## config.mk

```make
export PLATFORM = sky130hd
export DESIGN_NAME = dsp_post_accum
export DESIGN_NICKNAME = d
export VERILOG_FILES = /design/src/rtl/dsp_post_accum.sv
export SDC_FILE = /design/constraint.sdc
export NUM_CORES = 1
export LEC_CHECK = 0
export CAP_MARGIN = 20
export CORE_MARGIN = 8
export CORE_UTILIZATION = 49
export CTS_CLUSTER_DIAMETER = 100
export DETAILED_ROUTE_END_ITERATION = 10
export HOLD_SLACK_MARGIN = 0.06
export PLACE_DENSITY_LB_ADDON = 0.1
export SYNTH_ARGS = -nofsm -noshare
export SYNTH_HDL_FRONTEND = slang
export SYNTH_SLANG_ARGS = --single-unit
```

## constraint.sdc

```tcl
create_clock -name clk -period 10.6 [get_ports clk]
set_clock_uncertainty 0.2 [all_clocks]
set_input_delay 1.06 -clock clk [delete_from_list [all_inputs] [get_ports clk]]
set_output_delay 1.06 -clock clk [all_outputs]
set_load 0.02 [all_outputs]
```

## src/rtl/dsp_post_accum.sv

```systemverilog
// Signed 18x18 multiply with optional M register, followed by an add/sub/accumulate post-adder
// with optional P register. Define DSP_POST_SAT_EN to saturate P on signed overflow.
module dsp_post_accum #(
  parameter int unsigned MREG = 1,
  parameter int unsigned PREG = 1
) (
  input  logic        clk,
  input  logic        RST,
  input  logic        CEM,
  input  logic        CEP,
  input  logic        in_valid,
  input  logic [17:0] A_in,
  input  logic [17:0] B_in,
  input  logic [47:0] C_in,
  input  logic [5:0]  opmode,
  input  logic        clr_ovf,
  output logic [35:0] M,
  output logic [47:0] P,
  output logic        CARRYOUT,
  output logic        out_valid,
  output logic        ovf_sticky
);

  logic signed [35:0] m_raw;
  logic [35:0]        m_s;
  logic [5:0]         opm_s;
  logic [47:0]        c_s;
  logic               vld_s;

  assign m_raw = $signed(A_in) * $signed(B_in);

  // opmode, C and valid ride along with the product so each field matches its sample.
  if (MREG != 0) begin : g_mreg
    logic [35:0] m_q, m_d;
    logic [5:0]  opm_q, opm_d;
    logic [47:0] c_q, c_d;
    logic        vld_q, vld_d;

    always_comb begin
      m_d   = m_q;
      opm_d = opm_q;
      c_d   = c_q;
      vld_d = vld_q;
      if (CEM) begin
        m_d   = m_raw;
        opm_d = opmode;
        c_d   = C_in;
        vld_d = in_valid;
      end
    end

    always_ff @(posedge clk) begin
      if (RST) begin
        m_q   <= '0;
        opm_q <= '0;
        c_q   <= '0;
        vld_q <= 1'b0;
      end else begin
        m_q   <= m_d;
        opm_q <= opm_d;
        c_q   <= c_d;
        vld_q <= vld_d;
      end
    end

    assign m_s   = m_q;
    assign opm_s = opm_q;
    assign c_s   = c_q;
    assign vld_s = vld_q;
  end else begin : g_mcomb
    logic unused_cem;
    assign unused_cem = CEM;
    assign m_s        = m_raw;
    assign opm_s      = opmode;
    assign c_s        = C_in;
    assign vld_s      = in_valid;
  end

  assign M = m_s;

  logic [47:0] p_fb;
  logic [47:0] x, z;
  logic [48:0] xc49, r49;
  logic [49:0] xc50, e50;
  logic        ovf;
  logic [47:0] p_res;
  logic        co_res;

  always_comb begin
    case (opm_s[1:0])
      2'b01:   x = {{12{m_s[35]}}, m_s};
      2'b10:   x = p_fb;
      default: x = '0;
    endcase
    case (opm_s[3:2])
      2'b01:   z = p_fb;
      2'b10:   z = c_s;
      default: z = '0;
    endcase

    xc49 = {1'b0, x} + {48'd0, opm_s[5]};
    if (opm_s[4]) r49 = {1'b0, z} - xc49;
    else          r49 = {1'b0, z} + xc49;

    // Signed view of the same operation; in range iff the top three bits agree.
    xc50 = {{2{x[47]}}, x} + {49'd0, opm_s[5]};
    if (opm_s[4]) e50 = {{2{z[47]}}, z} - xc50;
    else          e50 = {{2{z[47]}}, z} + xc50;
    ovf = (e50[49:47] != 3'b000) && (e50[49:47] != 3'b111);

    p_res  = r49[47:0];
    co_res = r49[48];
`ifdef DSP_POST_SAT_EN
    if (ovf) begin
      p_res  = e50[49] ? 48'h8000_0000_0000 : 48'h7FFF_FFFF_FFFF;
      co_res = 1'b0;
    end
`endif
  end

  if (PREG != 0) begin : g_preg
    logic [47:0] p_q, p_d;
    logic        co_q, co_d;
    logic        ov_q, ov_d;

    always_comb begin
      p_d  = p_q;
      co_d = co_q;
      ov_d = ov_q;
      if (CEP) begin
        p_d  = p_res;
        co_d = co_res;
        ov_d = vld_s;
      end
    end

    always_ff @(posedge clk) begin
      if (RST) begin
        p_q  <= '0;
        co_q <= 1'b0;
        ov_q <= 1'b0;
      end else begin
        p_q  <= p_d;
        co_q <= co_d;
        ov_q <= ov_d;
      end
    end

    assign p_fb      = p_q;
    assign P         = p_q;
    assign CARRYOUT  = co_q;
    assign out_valid = ov_q;
  end else begin : g_pcomb
    // No P register means no feedback source; P selects read as zero.
    assign p_fb      = '0;
    assign P         = p_res;
    assign CARRYOUT  = co_res;
    assign out_valid = vld_s;
  end

  logic ovf_sticky_q, ovf_sticky_d;

  always_comb begin
    ovf_sticky_d = ovf_sticky_q;
    if (CEP) begin
      if (clr_ovf)      ovf_sticky_d = 1'b0;
      if (ovf && vld_s) ovf_sticky_d = 1'b1;
    end
  end

  always_ff @(posedge clk) begin
    if (RST) ovf_sticky_q <= 1'b0;
    else     ovf_sticky_q <= ovf_sticky_d;
  end

  assign ovf_sticky = ovf_sticky_q;

endmodule

```

Figure 1. Wiring by layer (run 1).
Drawn at 1 px/µm.
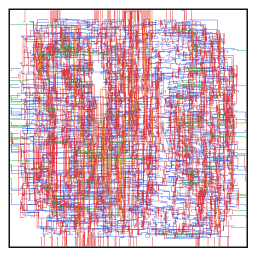
- green: metal 3 (wire length 3150 µm)
- red: metal 2 (wire length 36.7 mm)
- orange: metal 4 (wire length 2680 µm)
- blue: metal 1 (wire length 29.6 mm)

Figure 2. Met3 routing (run 1).
Drawn at 1 px/µm.
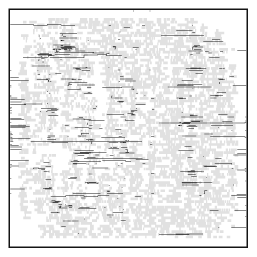
- wire length on this layer: 3150 µm
- longest straight run: 111 µm

==> results.cfg, run 1 <==
; synthesis and place-and-route metrics
[outcome]
outcome = complete, no violations

[clocking]
cts_tree = yes
path_clk_slew_ns = 0.07
cts-buffers-inserted = 17

[global_routing]
gr-total-overflow = 0

[finish]
area_growth_pct = 11.3
finish.utilization_pct = 54.7

[floorplan]
ioPinCount = 183
die_area_mm2 = 0.0559
core_region_area_mm2 = 0.0484

[flow_run]
warning_count = 29

[final_timing]
worst_pin_slew_ns = 0.984
finalClockPeriodUsage_pct = 81.5
setup_tns_ns = 0
relSlewSlack_pct = 34.1

[power_and_ir_drop]
total_power_w = 0.00993
pwr-share-clk_pct = 6.3
p_leak_nw = 12.0

[route]
vias = 20600
drc = 0

[worst_setup_path]
path_class = reg2reg
Figure 3. Sequential cells coloured by netlist name (run 1).
Drawn at 1 px/µm. Other sequential cells in the stronger grey, the rest of the logic in the fainter grey.
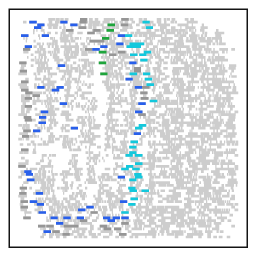
- blue: P (sequential cells 48)
- cyan: M (sequential cells 36; where a column down the middle)
- green: g_mreg.opm_q (sequential cells 6; where top middle)
- not coloured: 52

-- run 1: critical path: cells and delay by family (launching register included) --
kind | cells | cell delay (ns)
AND-OR/OR-AND | 6 | 1.86
XOR/XNOR | 2 | 0.46
adder cells (fa/ha/maj) | 2 | 0.89
buffers and inverters | 2 | 0.61
flip-flops | 1 | 0.33
multiplexers | 1 | 0.24
AND/OR/NAND/NOR | 12 | 3.89
-- run 1: layout make-up --
cell class | count | area (µm²) | share of cell area [%]
inverters | 348 | 1310 | 4.93
repair buffers | 200 | 1950 | 7.34
multi-input cells | 2220 | 19100 | 71.8
flip-flops and latches | 142 | 2840 | 10.7
clock inverters | 15 | 169 | 0.637
well taps | 622 | 778 | 2.93
clock buffers | 17 | 425 | 1.60
-- run 1: cells by family (layout without fill, tap and decap cells) --
logic type	Yosys count	count (layout)	synth area share (%)
compound gates	464	464	13.1
flops	142	142	11.9
buf+inv	497	580	8.16
xor+xnor	150	150	5.51
mux	116	116	4.90
simple gates	1010	1010	20.8
fa+ha+maj	480	480	35.6
-- run 1: power groups by stage --
stage,clock [W],combinational [W],sequential (W)
after floorplan,0,0.00639,0.000838
after global placement,0,0.00827,0.000846
after detailed placement,0,0.00838,0.000844
after CTS,0.000636,0.00848,0.000835
after global routing,0.000660,0.00964,0.000843
final,0.000625,0.00848,0.000834
-- run 1: metal layers --
layer	global-route usage, %	share of wire, %
met5	0	0
met4	10.1	3.7
met3	3.48	4.4
met2	46.7	51
met1	32.5	41
-- run 1: final timing paths --
path | startpoint | to | slack [ns] | cells after the start
max | g_mreg.opm_q[0] | ovf_sticky | 1.96 | 25
min | c_s[40] | c_s[40] | 0.30 | 2
max reg2reg | g_mreg.opm_q[0] | ovf_sticky | 1.96 | 25
min reg2reg | c_s[40] | c_s[40] | 0.30 | 2
Figure 4. Congestion heat map (run 1).
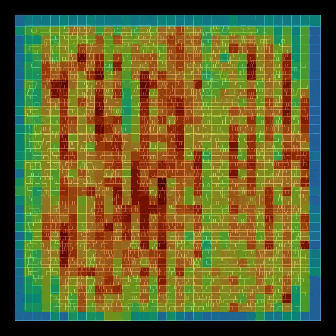

==> run 2, diff against run 1 <==
Clock period 10.6 ns to 7.7 ns, I/O delays scaled along.
Figure 5. Congestion heat map (run 2).
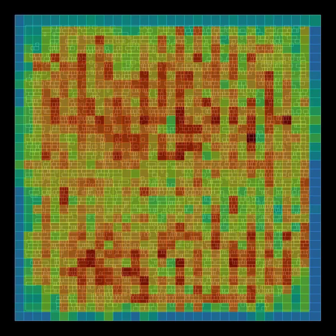
met2 usage: 44.5%
final design utilization: 56.5%
grt peak-use layer: met2

==> results.cfg, run 2 <==
; synthesis and place-and-route metrics
[outcome]
outcome = complete, no violations

[yosys]
ys_sh_aoi_pct = 13.1
ys_sh_mux_pct = 4.90
xor_share_pct = 5.51
ys_sh_simple_pct = 20.8
ys_sh_adder_pct = 35.6

[floorplan]
ioPinCount = 183
die_area_mm2 = 0.0559

[finish]
area_growth_pct = 14.8

[clocking]
cts_tree = yes
cts-buffers-inserted = 17
path_clk_slew_ns = 0.07

[worst_setup_path]
r2r-end = ovf_sticky
reg2reg_depth = 31
ff2ff_setup_slack_ns = 0.38
reg2reg_from = g_mreg.opm_q[1]

[power_and_ir_drop]
p_clk_w = 0.000800
p_leak_nw = 12.5
pwr-share-clk_pct = 5.8
total_power_w = 0.0138
pg_seq_w = 0.00115

[final_timing]
finalClockPeriodUsage_pct = 95.3
relSlewSlack_pct = 29.5
setup_tns_ns = 0

[flow_run]
warning_count = 30

[hold_path]
whs_endpoint = c_s[11]
worstHoldStart = c_s[11]

[route]
drc = 0
met2_length_um = 34600
dr_wl_met3_um = 4180

[global_routing]
gr-usage-met1_pct = 34.0
[run 2: area by class of cell]
cell class / instances / area [µm²] / share of cell area [%]
inverter: 348 / 1310 / 4.78
clock buffer: 19 / 443 / 1.62
multi-input combinational: 2220 / 19200 / 70.1
sequential: 142 / 2840 / 10.4
clock inverter: 13 / 108 / 0.393
antenna: 1 / 2.50 / 0.00915
tap: 622 / 778 / 2.85
timing repair buffer: 291 / 2700 / 9.85
[run 2: worst max path at each step]
stage | endpoint | slack [ns] | depth (start not counted)
3_5_place_dp | M[34] | -0.04 | 23
5_1_grt | ovf_sticky | -0.02 | 29
6_report | M[34] | 0.37 | 23
3_3_place_gp | M[34] | 0.04 | 24
4_1_cts | ovf_sticky | 0.13 | 27
2_1_floorplan | ovf_sticky | 0.02 | 36
[run 2: critical path, cell delays in order]
cell             delay, ns
clkdlybuf4s50_1       0.67
and2_1                0.31
fa_1                  0.54
inv_1                 0.06
fa_1                  0.49
fa_1                  0.51
inv_1                 0.05
fa_1                  0.49
inv_1                 0.07
fa_1                  0.50
fa_1                  0.54
inv_1                 0.04
ha_1                  0.33
and3_1                0.22
nand3_1               0.08
o21ai_0               0.58
a21oi_1               0.15
buf_4                 0.19
o211ai_1              0.29
a21oi_1               0.14
o21a_1                0.20
o21ai_0               0.14
a21oi_1               0.08
[run 2: repair_timing]
item	in CTS	in global routing
gates resized	0	16
hold endpoints to repair	0	0
endpoints found under the setup margin	0	5
buffers inserted	0	5
[run 2: cell families after synthesis]
| family | after synthesis |
|---|---|
| simple gates | 1010 |
| buf+inv | 497 |
| fa+ha+maj | 480 |
| compound gates | 464 |
| xor+xnor | 150 |
| flops | 142 |
| mux | 116 |
Power figures rest on the tool's default switching activity, not on a simulated workload.
